[config.mk]
export PLATFORM = sky130hd
export DESIGN_NAME = mod_n_count_monitor
export DESIGN_NICKNAME = d
export VERILOG_FILES = /design/src/rtl/mod_n_count_monitor.sv
export SDC_FILE = /design/constraint.sdc
export NUM_CORES = 1
export LEC_CHECK = 0
export ABC_AREA = 0
export CAP_MARGIN = 10
export CORE_UTILIZATION = 33
export CTS_BUF_LIST = sky130_fd_sc_hd__clkbuf_4 sky130_fd_sc_hd__clkbuf_8
export DETAILED_ROUTE_END_ITERATION = 10
export GPL_TIMING_DRIVEN = 0
export PLACE_DENSITY_LB_ADDON = 0.08
export SLEW_MARGIN = 20
export SYNTH_ARGS = -nofsm -noshare
export SYNTH_HDL_FRONTEND = slang
export SYNTH_SLANG_ARGS = --single-unit
[constraint.sdc]
create_clock -name clk -period 3.1 [get_ports clk]
set_input_delay 0.465 -clock clk [delete_from_list [all_inputs] [get_ports clk]]
set_output_delay 0.465 -clock clk [all_outputs]
set_load 0.01 [all_outputs]
[src/rtl/mod_n_count_monitor.sv]
// -----------------------------------------------------------------------------
// mod_n_count_monitor
//
// Reader side of a mod-N up/down counter. Samples a count stream in the range
// 0..N-1 and decodes, per valid sample, whether the counter held, stepped up,
// or stepped down. Also decodes wrap events (N-1 -> 0 and 0 -> N-1) and keeps
// a signed revolution count. Jumps larger than one step and out-of-range
// values are flagged with a sticky error. By default the monitor then locks
// in FAULT until err_clr.
//
// Optional feature (macro MOD_N_MON_AUTORESYNC_EN):
//   When defined, an in-range but illegal jump while tracking raises err,
//   adopts the new sample as the reference, and keeps tracking. Out-of-range
//   samples still lock FAULT.
//
// Parameters:
//   N  modulus of the observed counter (N >= 2)
//   b  width of count_in (2**b >= N)
//   W  width of the signed turns accumulator
//
// Ports:
//   clk       rising-edge clock
//   rst       synchronous active-high reset
//   count_in  observed counter value
//   valid     count_in is sampled this cycle
//   err_clr   clears fault state and sticky error (loses to rst)
//   step      one-cycle pulse, legal +/-1 transition
//   hold      one-cycle pulse, sample equal to previous
//   dir       direction of last step (1 = up), held between steps
//   wrap_up   one-cycle pulse on N-1 -> 0
//   wrap_dn   one-cycle pulse on 0 -> N-1
//   turns     signed revolution count, wraps modulo 2**W
//   err       sticky error flag
//   state     00 = IDLE, 01 = TRACK, 10 = FAULT
// -----------------------------------------------------------------------------
module mod_n_count_monitor #(
    parameter int N = 16,
    parameter int b = 4,
    parameter int W = 8
) (
    input  logic                clk,
    input  logic                rst,
    input  logic [b-1:0]        count_in,
    input  logic                valid,
    input  logic                err_clr,
    output logic                step,
    output logic                hold,
    output logic                dir,
    output logic                wrap_up,
    output logic                wrap_dn,
    output logic signed [W-1:0] turns,
    output logic                err,
    output logic [1:0]          state
);

    typedef enum logic [1:0] {
        IDLE  = 2'b00,
        TRACK = 2'b01,
        FAULT = 2'b10
    } state_t;

    localparam int            LP_MAX_INT = N - 1;
    localparam int            LP_ONE_INT = 1;
    localparam logic [b-1:0]  LP_MAX     = LP_MAX_INT[b-1:0];
    localparam logic [b-1:0]  LP_ONE_B   = LP_ONE_INT[b-1:0];
    localparam logic [W-1:0]  LP_ONE_W   = LP_ONE_INT[W-1:0];

    state_t                r_state;
    logic [b-1:0]          r_prev;
    logic                  r_step;
    logic                  r_hold;
    logic                  r_dir;
    logic                  r_wrapUp;
    logic                  r_wrapDn;
    logic signed [W-1:0]   r_turns;
    logic                  r_err;

    state_t                w_stateNext;
    logic [b-1:0]          w_prevNext;
    logic                  w_stepNext;
    logic                  w_holdNext;
    logic                  w_dirNext;
    logic                  w_wrapUpNext;
    logic                  w_wrapDnNext;
    logic signed [W-1:0]   w_turnsNext;
    logic                  w_errNext;

    logic                  w_inRange;
    logic                  w_prevAtMax;
    logic                  w_prevAtZero;
    logic [b-1:0]          w_prevUp;
    logic [b-1:0]          w_prevDn;
    logic                  w_isHold;
    logic                  w_isUp;
    logic                  w_isDn;

    // When the input width exactly covers the modulus every code is legal,
    // so the range compare is skipped instead of being a constant compare.
    generate
        if ((2 ** b) > N) begin : g_rangeCheck
            assign w_inRange = (count_in <= LP_MAX);
        end else begin : g_fullRange
            assign w_inRange = 1'b1;
        end
    endgenerate

    // Modular neighbours of the reference sample. For N = 2 both are the
    // same value; the up decode is tested first so it wins.
    assign w_prevAtMax  = (r_prev == LP_MAX);
    assign w_prevAtZero = (r_prev == '0);
    assign w_prevUp     = w_prevAtMax  ? '0     : (r_prev + LP_ONE_B);
    assign w_prevDn     = w_prevAtZero ? LP_MAX : (r_prev - LP_ONE_B);
    assign w_isHold     = (count_in == r_prev);
    assign w_isUp       = (count_in == w_prevUp);
    assign w_isDn       = (count_in == w_prevDn);

    // State register plus all registered outputs; rst dominates err_clr.
    always_ff @(posedge clk) begin
        if (rst) begin
            r_state  <= IDLE;
            r_prev   <= '0;
            r_step   <= 1'b0;
            r_hold   <= 1'b0;
            r_dir    <= 1'b1;
            r_wrapUp <= 1'b0;
            r_wrapDn <= 1'b0;
            r_turns  <= '0;
            r_err    <= 1'b0;
        end else begin
            r_state  <= w_stateNext;
            r_prev   <= w_prevNext;
            r_step   <= w_stepNext;
            r_hold   <= w_holdNext;
            r_dir    <= w_dirNext;
            r_wrapUp <= w_wrapUpNext;
            r_wrapDn <= w_wrapDnNext;
            r_turns  <= w_turnsNext;
            r_err    <= w_errNext;
        end
    end

    // Next-state decode. err_clr always returns to IDLE and discards any
    // sample in the same cycle; FAULT ignores samples entirely.
    always_comb begin
        w_stateNext = r_state;
        if (err_clr) begin
            w_stateNext = IDLE;
        end else if (valid) begin
            case (r_state)
                IDLE: begin
                    w_stateNext = w_inRange ? TRACK : FAULT;
                end
                TRACK: begin
                    if (!w_inRange) begin
                        w_stateNext = FAULT;
                    end else if (!(w_isHold || w_isUp || w_isDn)) begin
`ifdef MOD_N_MON_AUTORESYNC_EN
                        w_stateNext = TRACK;
`else
                        w_stateNext = FAULT;
`endif
                    end
                end
                FAULT: begin
                    w_stateNext = FAULT;
                end
                default: begin
                    w_stateNext = IDLE;
                end
            endcase
        end
    end

    // Next values of the registered outputs and the reference sample.
    // Pulses default low so they last exactly one cycle.
    always_comb begin
        w_prevNext   = r_prev;
        w_stepNext   = 1'b0;
        w_holdNext   = 1'b0;
        w_dirNext    = r_dir;
        w_wrapUpNext = 1'b0;
        w_wrapDnNext = 1'b0;
        w_turnsNext  = r_turns;
        w_errNext    = r_err;
        if (err_clr) begin
            w_errNext = 1'b0;
        end else if (valid) begin
            case (r_state)
                IDLE: begin
                    if (w_inRange) begin
                        w_prevNext = count_in;
                    end else begin
                        w_errNext = 1'b1;
                    end
                end
                TRACK: begin
                    if (!w_inRange) begin
                        w_errNext = 1'b1;
                    end else if (w_isHold) begin
                        w_holdNext = 1'b1;
                        w_prevNext = count_in;
                    end else if (w_isUp) begin
                        w_stepNext = 1'b1;
                        w_dirNext  = 1'b1;
                        w_prevNext = count_in;
                        if (w_prevAtMax) begin
                            w_wrapUpNext = 1'b1;
                            w_turnsNext  = r_turns + LP_ONE_W;
                        end
                    end else if (w_isDn) begin
                        w_stepNext = 1'b1;
                        w_dirNext  = 1'b0;
                        w_prevNext = count_in;
                        if (w_prevAtZero) begin
                            w_wrapDnNext = 1'b1;
                            w_turnsNext  = r_turns - LP_ONE_W;
                        end
                    end else begin
                        w_errNext = 1'b1;
`ifdef MOD_N_MON_AUTORESYNC_EN
                        w_prevNext = count_in;
`endif
                    end
                end
                default: begin
                end
            endcase
        end
    end

    assign step    = r_step;
    assign hold    = r_hold;
    assign dir     = r_dir;
    assign wrap_up = r_wrapUp;
    assign wrap_dn = r_wrapDn;
    assign turns   = r_turns;
    assign err     = r_err;
    assign state   = r_state;

endmodule

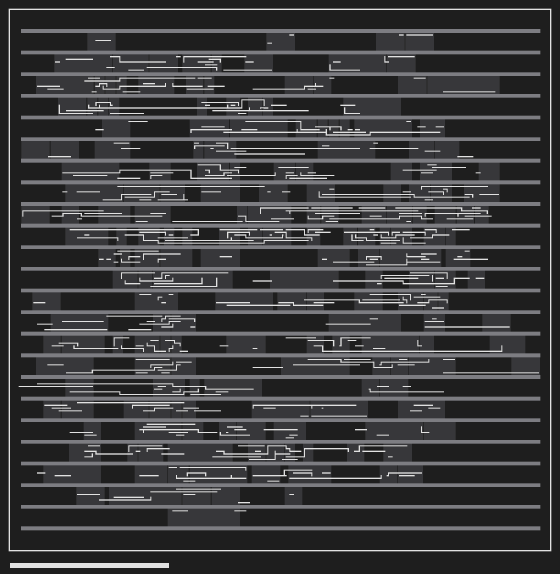
Figure 1: run 1, met1 routing.
Bar = 20 µm. Supply wires on this layer in gray. Cells faint in the background.
- share of all routed wire: 45%
- wire length on this layer: 1500 µm
- longest straight run: 22.5 µm
- main direction: horizontal
DR vias: 1216
GRT met1 Usage: 0.181
final WL: 3340 µm

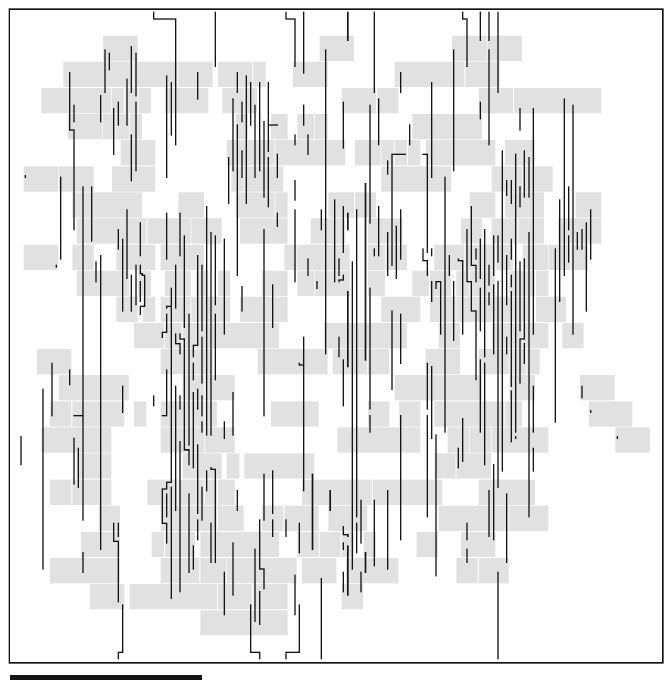
Figure 2: run 1, signal wires on met2.
Bar = 20 µm. Cells faint in the background.
- wire length on this layer: 1690 µm
- share of all routed wire: 51%
GR met2 Demand/Resource: 0.277

==> Flow_metrics.wiki, run 1 <==
== Metrics ==
{| class="wikitable"
! Metric !! Value
|-
| Status || finished with violations
|-
| Failing checks || negative setup slack
|-
| Post-cts repair resize count || 17
|-
| Relative max-transition margin || 0.714
|-
| Pwr/cell area || 311 mW/mm²
|-
| Number of clock buffers inserted by TritonCTS || 3
|-
| Wl on met1 || 1500 µm
|-
| Leakage || about 0.8 nW
|-
| Maximum cell stage delay along the critical path || 0.59 ns
|-
| Final Hold Fails || 0
|-
| Worst reg2reg path depth || 16
|-
| Total congestion overflow || 0
|-
| Hold Worst Slack || 0.457 ns
|-
| Buffer depth of the longest clock path || 2
|-
| Capturing element of the worst setup path || turns[4]
|-
| Cell family contributing the most delay on the critical path || buffers and inverters
|-
| Count of final setup violators || 3
|-
| Root buffer selected by CTS || clkbuf_8
|-
| Largest net degree at the start of global routing || 12
|-
| Critical-path top delay cell || clkdlybuf4s50_1
|-
| Count of distinct cell types in the synthesized netlist || approximately 45
|-
| Final setup slack of the worst path || -0.0444 ns
|-
| Via count of the first global-routing pass || 1177
|-
| Final-report max-slew violation count || 0
|-
| Final-stage net count || 217
|-
| Synth Area in Adders || 0.110
|-
| Area inside the core boundary || roughly 0.0041 mm²
|-
| Startpoint kind of the worst setup timing path || primary input
|-
| Worst slack after detailed placement || -0.733 ns
|-
| Endpoint kind of the worst setup timing path || register
|-
| Top logic cell by instance count in the layout || clkdlybuf4s50_1
|}
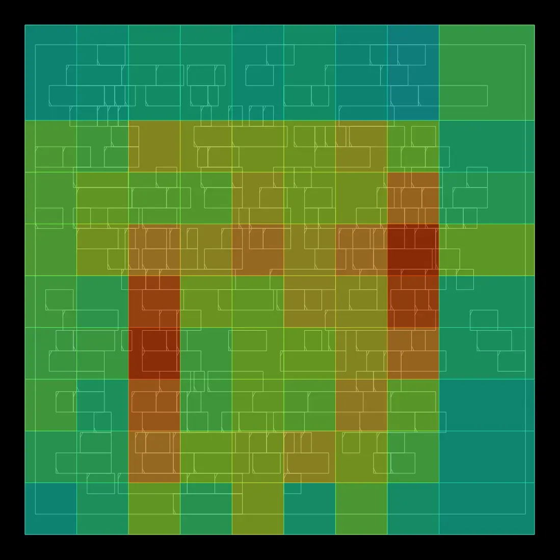
Figure 3: run 1, congestion heat map.
routed length per placed instance: 13.6 µm
post-route core utilization: 0.493
GR met3 Demand/Resource: 0.0217
GRT busiest layer: met2
global-route usage over all layers: 0.152

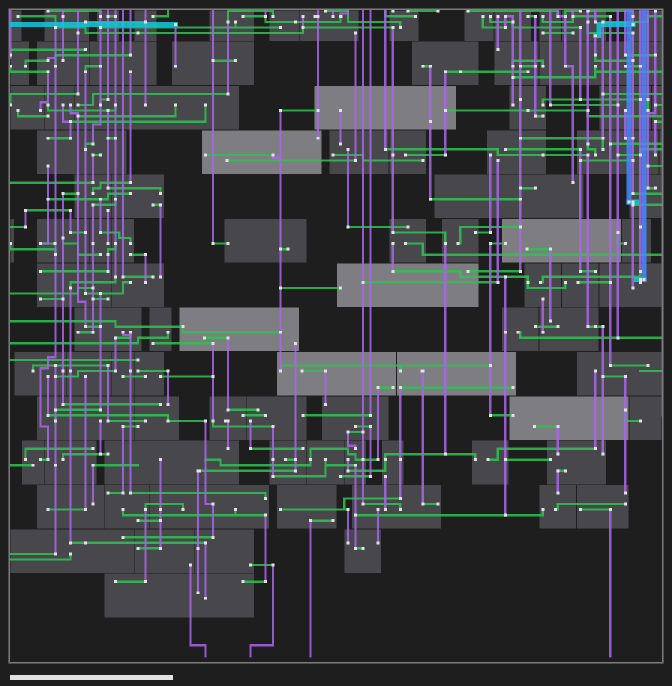
Figure 4: run 1, zoomed window.
Bar = 10 µm. Region (14, 0) to (54, 40) µm. Cells in gray, sequential cells in the stronger gray; small squares are vias.
- metal 2: purple
- metal 3: cyan
- metal 4: blue
- metal 1: green
- most frequent: nand2b_1 (10), nor2_1 (9), dfxtp_1 (6)
- cells with their middle in the window: 90
- netlist names of flops here include: `r_prev` (4), `turns` (3)
- sequential cells in the window: 8

## run 1: where the power goes
group,internal [mW],switching (mW)
clock network,0.113,0.0816
registers,0.262,0.00569
logic,0.0812,0.0843
total,0.456,0.172
## run 1: cells in the mapped netlist (3+ instances only)
master    instances
mux2i_1           7
nand3_1           4
nor2b_1           9
mux2_1            6
a21oi_1           5
nand2_1           8
a31oi_1           3
xor2_1            9
ha_1             11
nand2b_1         10
dfxtp_1          20
xnor2_1           3
inv_1             5
nor2_1           17
o21ai_0           5
## run 1: area by class of cell
class	count	area, µm²
tap	50	62.6
inverter	6	25.0
buffer	5	35.0
sequential	20	408
multi-input combinational	128	1120
timing repair buffer	33	314
fill	393	2070
clock buffer	4	55.1
Figure 5. Sizing map (run 1).
Bar = 20 µm.
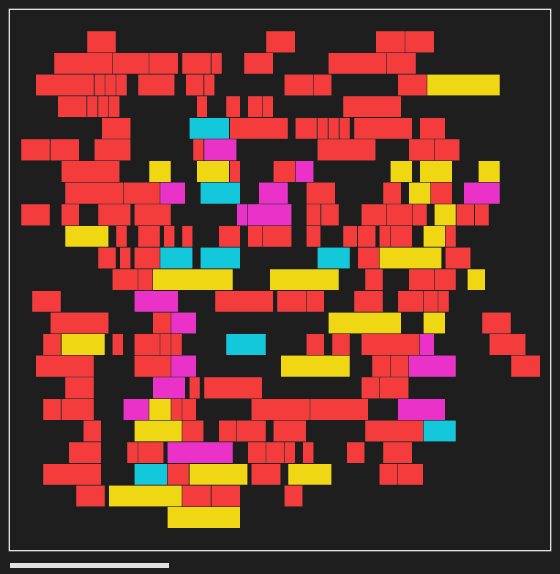

==> run 2: changes to the inputs <==
- GPL_TIMING_DRIVEN: 0 -> not set
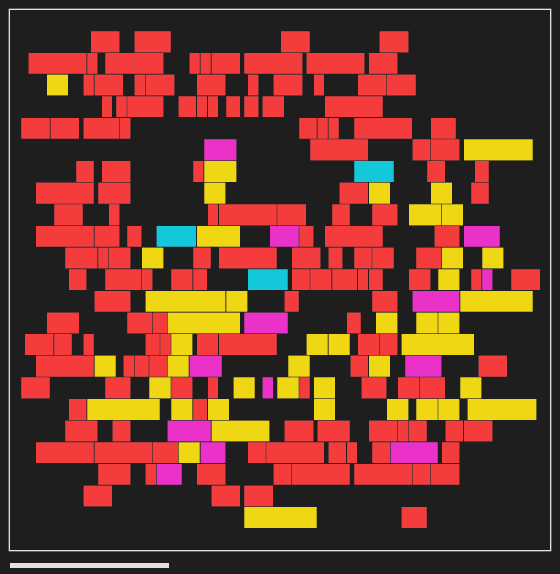
Figure 6: run 2, sizing map.
Bar = 20 µm.
- _0 and _1 cells: red (cells 152)
- _6 and larger: cyan (cells 3)
- _2 cells: magenta (cells 13)
- _3 and _4 cells: yellow (cells 44)
final setup slack of the worst path: 0.125 ns
non-clock buffer count: 55
Area growth, synth to finish: 45.9%

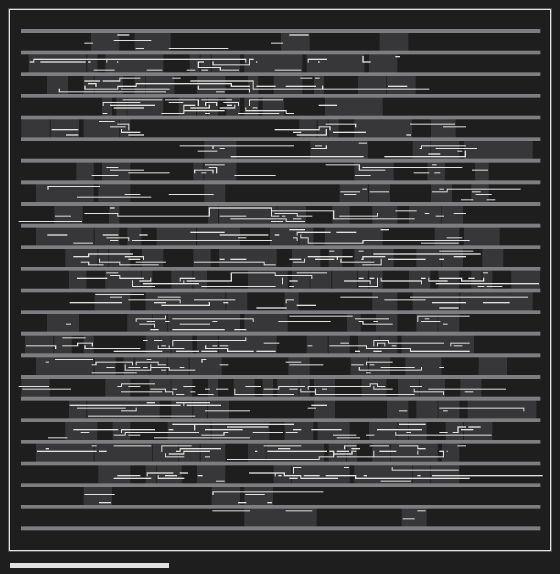
Figure 7: run 2, met1 routing.
Bar = 20 µm. Supply wires on this layer in gray. Cells faint in the background.
- longest straight run: 26.7 µm
- wire length on this layer: 1570 µm
final WL: 3560 µm
GRT met1 Usage: 0.186
DR vias: 1288

==> Flow_metrics.wiki, run 2 <==
== Metrics ==
{| class="wikitable"
! Metric !! Value
|-
| Top logic cell by instance count in the layout || buf_4
|-
| Critical-path top delay cell || dfxtp_4
|-
| Internal power || 442 µW (-3.0%)
|-
| Hold Worst Slack || 0.465 ns (+0.00851 ns)
|-
| Most instantiated flip-flop cell in the synthesis netlist || dfxtp_1
|-
| Global-route usage over all layers || 0.164 (+0.0119)
|-
| Total congestion overflow || 0 (unchanged)
|-
| Area inside the core boundary || 0.00409 mm² (unchanged)
|-
| Clock distribution power || 174 µW (-10%)
|-
| Buffer depth of the longest clock path || 2 (unchanged)
|-
| Maximum cell stage delay along the critical path || 0.37 ns (-0.22 ns)
|-
| Sw Pwr || 176 µW (+2.4%)
|-
| Final-stage net count || 234 (+7.8%)
|-
| Count of distinct cell types in the synthesized netlist || 45 (unchanged)
|-
| Share of total power in combinational logic || 0.282 (+0.018)
|-
| Final Hold Fails || 0 (unchanged)
|-
| Layout cells sized above 1 || 0.283
|-
| Power dissipated in combinational cells || 174 µW (+5%)
|-
| Pwr/cell area || 295 mW/mm² (-5.1%)
|-
| Final-report max-slew violation count || 0 (unchanged)
|-
| Root buffer selected by CTS || clkbuf_8
|-
| Cell family contributing the most delay on the critical path || AND-OR/OR-AND gates
|-
| Largest Pwr Group || sequential cells
|-
| Status || completed
|-
| Count of final setup violators || 0 (-3)
|-
| GRT busiest layer || met2
|-
| Proportion of power drawn by flip-flops and latches || 0.436 (+0.009)
|-
| Number of clock buffers inserted by TritonCTS || 3 (unchanged)
|-
| Most used standard cells in the synthesized netlist || dfxtp_1 (20), nor2_1 (17), ha_1 (11), nand2b_1 (10)
|-
| Relative max-transition margin || 0.737 (+0.0227)
|-
| Net switching share of the total power || 0.284 (+0.0109)
|-
| Via count of the first global-routing pass || 1279 (+8.7%)
|-
| Routed length per placed instance || 13.6 µm (+0.26%)
|-
| Endpoint kind of the worst setup timing path || register
|-
| Post-cts repair resize count || 6 (-11)
|-
| Power drawn by the sequential cells || 270 µW (about the same)
|-
| Post-route core utilization || 0.512 (+0.0187)
|-
| Startpoint kind of the worst setup timing path || register
|-
| Top-count cell post-synth || dfxtp_1
|-
| Wl on met1 || 1570 µm (+4.8%)
|-
| Worst slack after detailed placement || -0.442 ns (+0.291 ns)
|}
-- run 2: cell type report --
cell class                 count  area (µm²)
timing repair buffer          55         469
tap                           50        62.6
inverter                       6        22.5
clock buffer                   3        41.3
multi-input combinational    128        1090
sequential                    20         408
fill                         384        1990
-- run 2: cell families after synthesis --
kind of cell,after synthesis,synth area share
AOI/OAI and AO/OA,31,0.168
xor gates and xnor gates,13,0.0847
adders and majority gates,12,0.110
buffers and inverters,11,0.0375
DFF,20,0.279
muxes,14,0.106
and+or+nand+nor,58,0.214
-- run 2: worst paths after layout --
check | to | depth (start not counted) | startpoint
setup / recovery | turns[7] | 13 | r_prev[0]
hold / removal | err | 2 | err
setup reg to reg | turns[7] | 13 | r_prev[0]
hold reg to reg | err | 2 | err
==> run 3: changes to the inputs <==
- ABC_CLOCK_PERIOD_IN_PS: not set -> 3100
- SETUP_SLACK_MARGIN: not set -> 0.4
- SKIP_LAST_GASP: not set -> 1
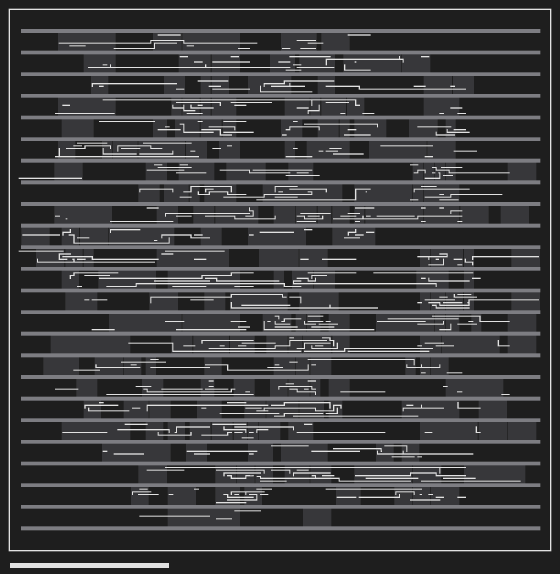
Figure 8: run 3, met1 routing.
Bar = 20 µm. Supply wires on this layer in gray. Cells faint in the background.
- share of all routed wire: 49%
- longest straight run: 37.7 µm
- nets with wire on the layer: 204
- main direction: horizontal
GRT met1 Usage: 0.204
DR vias: 1225
final WL: 3380 µm

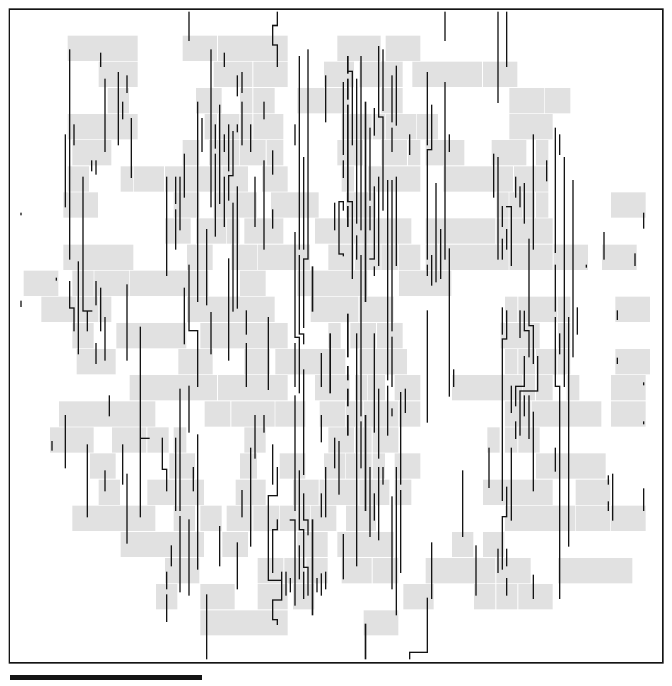
Figure 9: run 3, signal wires on met2.
Bar = 20 µm. Cells faint in the background.
- wire length on this layer: 1550 µm
- main direction: vertical
- nets with wire on the layer: 184
- share of all routed wire: 46%
GR met2 Demand/Resource: 0.265

==> Flow_metrics.wiki, run 3 <==
== Metrics ==
{| class="wikitable"
! Metric !! Value
|-
| Top logic cell by instance count in the layout || buf_4
|-
| Global-route usage over all layers || 0.159 (-0.00429)
|-
| Sw Pwr || 180 µW (+2.5%)
|-
| Post-synthesis share of cell area spent on and, or, nand and nor gates || 0.214 (unchanged)
|-
| Worst hold path depth || 2 (unchanged)
|-
| Cell class ranked first by area || logic gates
|-
| Sequential portion of the cell area || 0.198 (+0.00261)
|-
| Synth Area in Adders || 0.110 (unchanged)
|-
| Beginning of the worst hold path || state[1]
|-
| Worst slack after detailed placement || -0.333 ns (+0.109 ns)
|-
| Most instantiated flip-flop cell in the synthesis netlist || dfxtp_1
|-
| Via count of the first global-routing pass || 1196 (-6.5%)
|-
| Net switching share of the total power || 0.290 (+0.00602)
|-
| Worst reg2reg path depth || 13 (unchanged)
|-
| Pwr/cell area || 300 mW/mm² (+1.4%)
|-
| Layout cells sized above 1 || 0.286 (+0.00339)
|-
| # Taps || 50 (unchanged)
|-
| Count of final setup violators || 0 (unchanged)
|-
| Most used standard cells in the synthesized netlist || dfxtp_1 (20), nor2_1 (17), ha_1 (11), nand2b_1 (10)
|-
| Fill cells || 393 (+2.3%)
|-
| Reg-to-reg critical path endpoint || turns[7]
|-
| Final-report max-slew violation count || 0 (unchanged)
|-
| Status || completed
|-
| Total area of sequential cells || 409 µm² (+0.31%)
|-
| Largest logic family || simple AND/OR/NAND/NOR gates
|-
| Final Hold Fails || 0 (unchanged)
|-
| FF+latch count || 20 (unchanged)
|}
-- run 3: per-layer routing --
| layer | routed length, µm | global-route usage |
|---|---|---|
| met1 | 1660 | 0.204 |
| met2 | 1550 | 0.265 |
| met5 | 0 | 0 |
| met3 | 121 | 0.0350 |
| met4 | 43 | 0.0469 |
-- run 3: what timing repair did --
item | 4_1_cts | 5_1_grt
buffers inserted | 6 | 4
gates resized | 7 | 12
endpoints found under the setup margin | 5 | 4
pin swaps | 7 | 9
-- run 3: critical path: stages (launching register included) --
cell and delay (ns):
dfxtp_4 0.38, ha_4 0.16, a21o_1 0.15, a31oi_1 0.15, xor2_1 0.24, nor2_1 0.10, inv_2 0.13, ha_4 0.22
a211oi_4 0.24, o21bai_2 0.13, a2111oi_4 0.32, o21ai_1 0.12, o2bb2ai_2 0.15, mux2_4 0.31
Power and IR drop assume default switching activity.
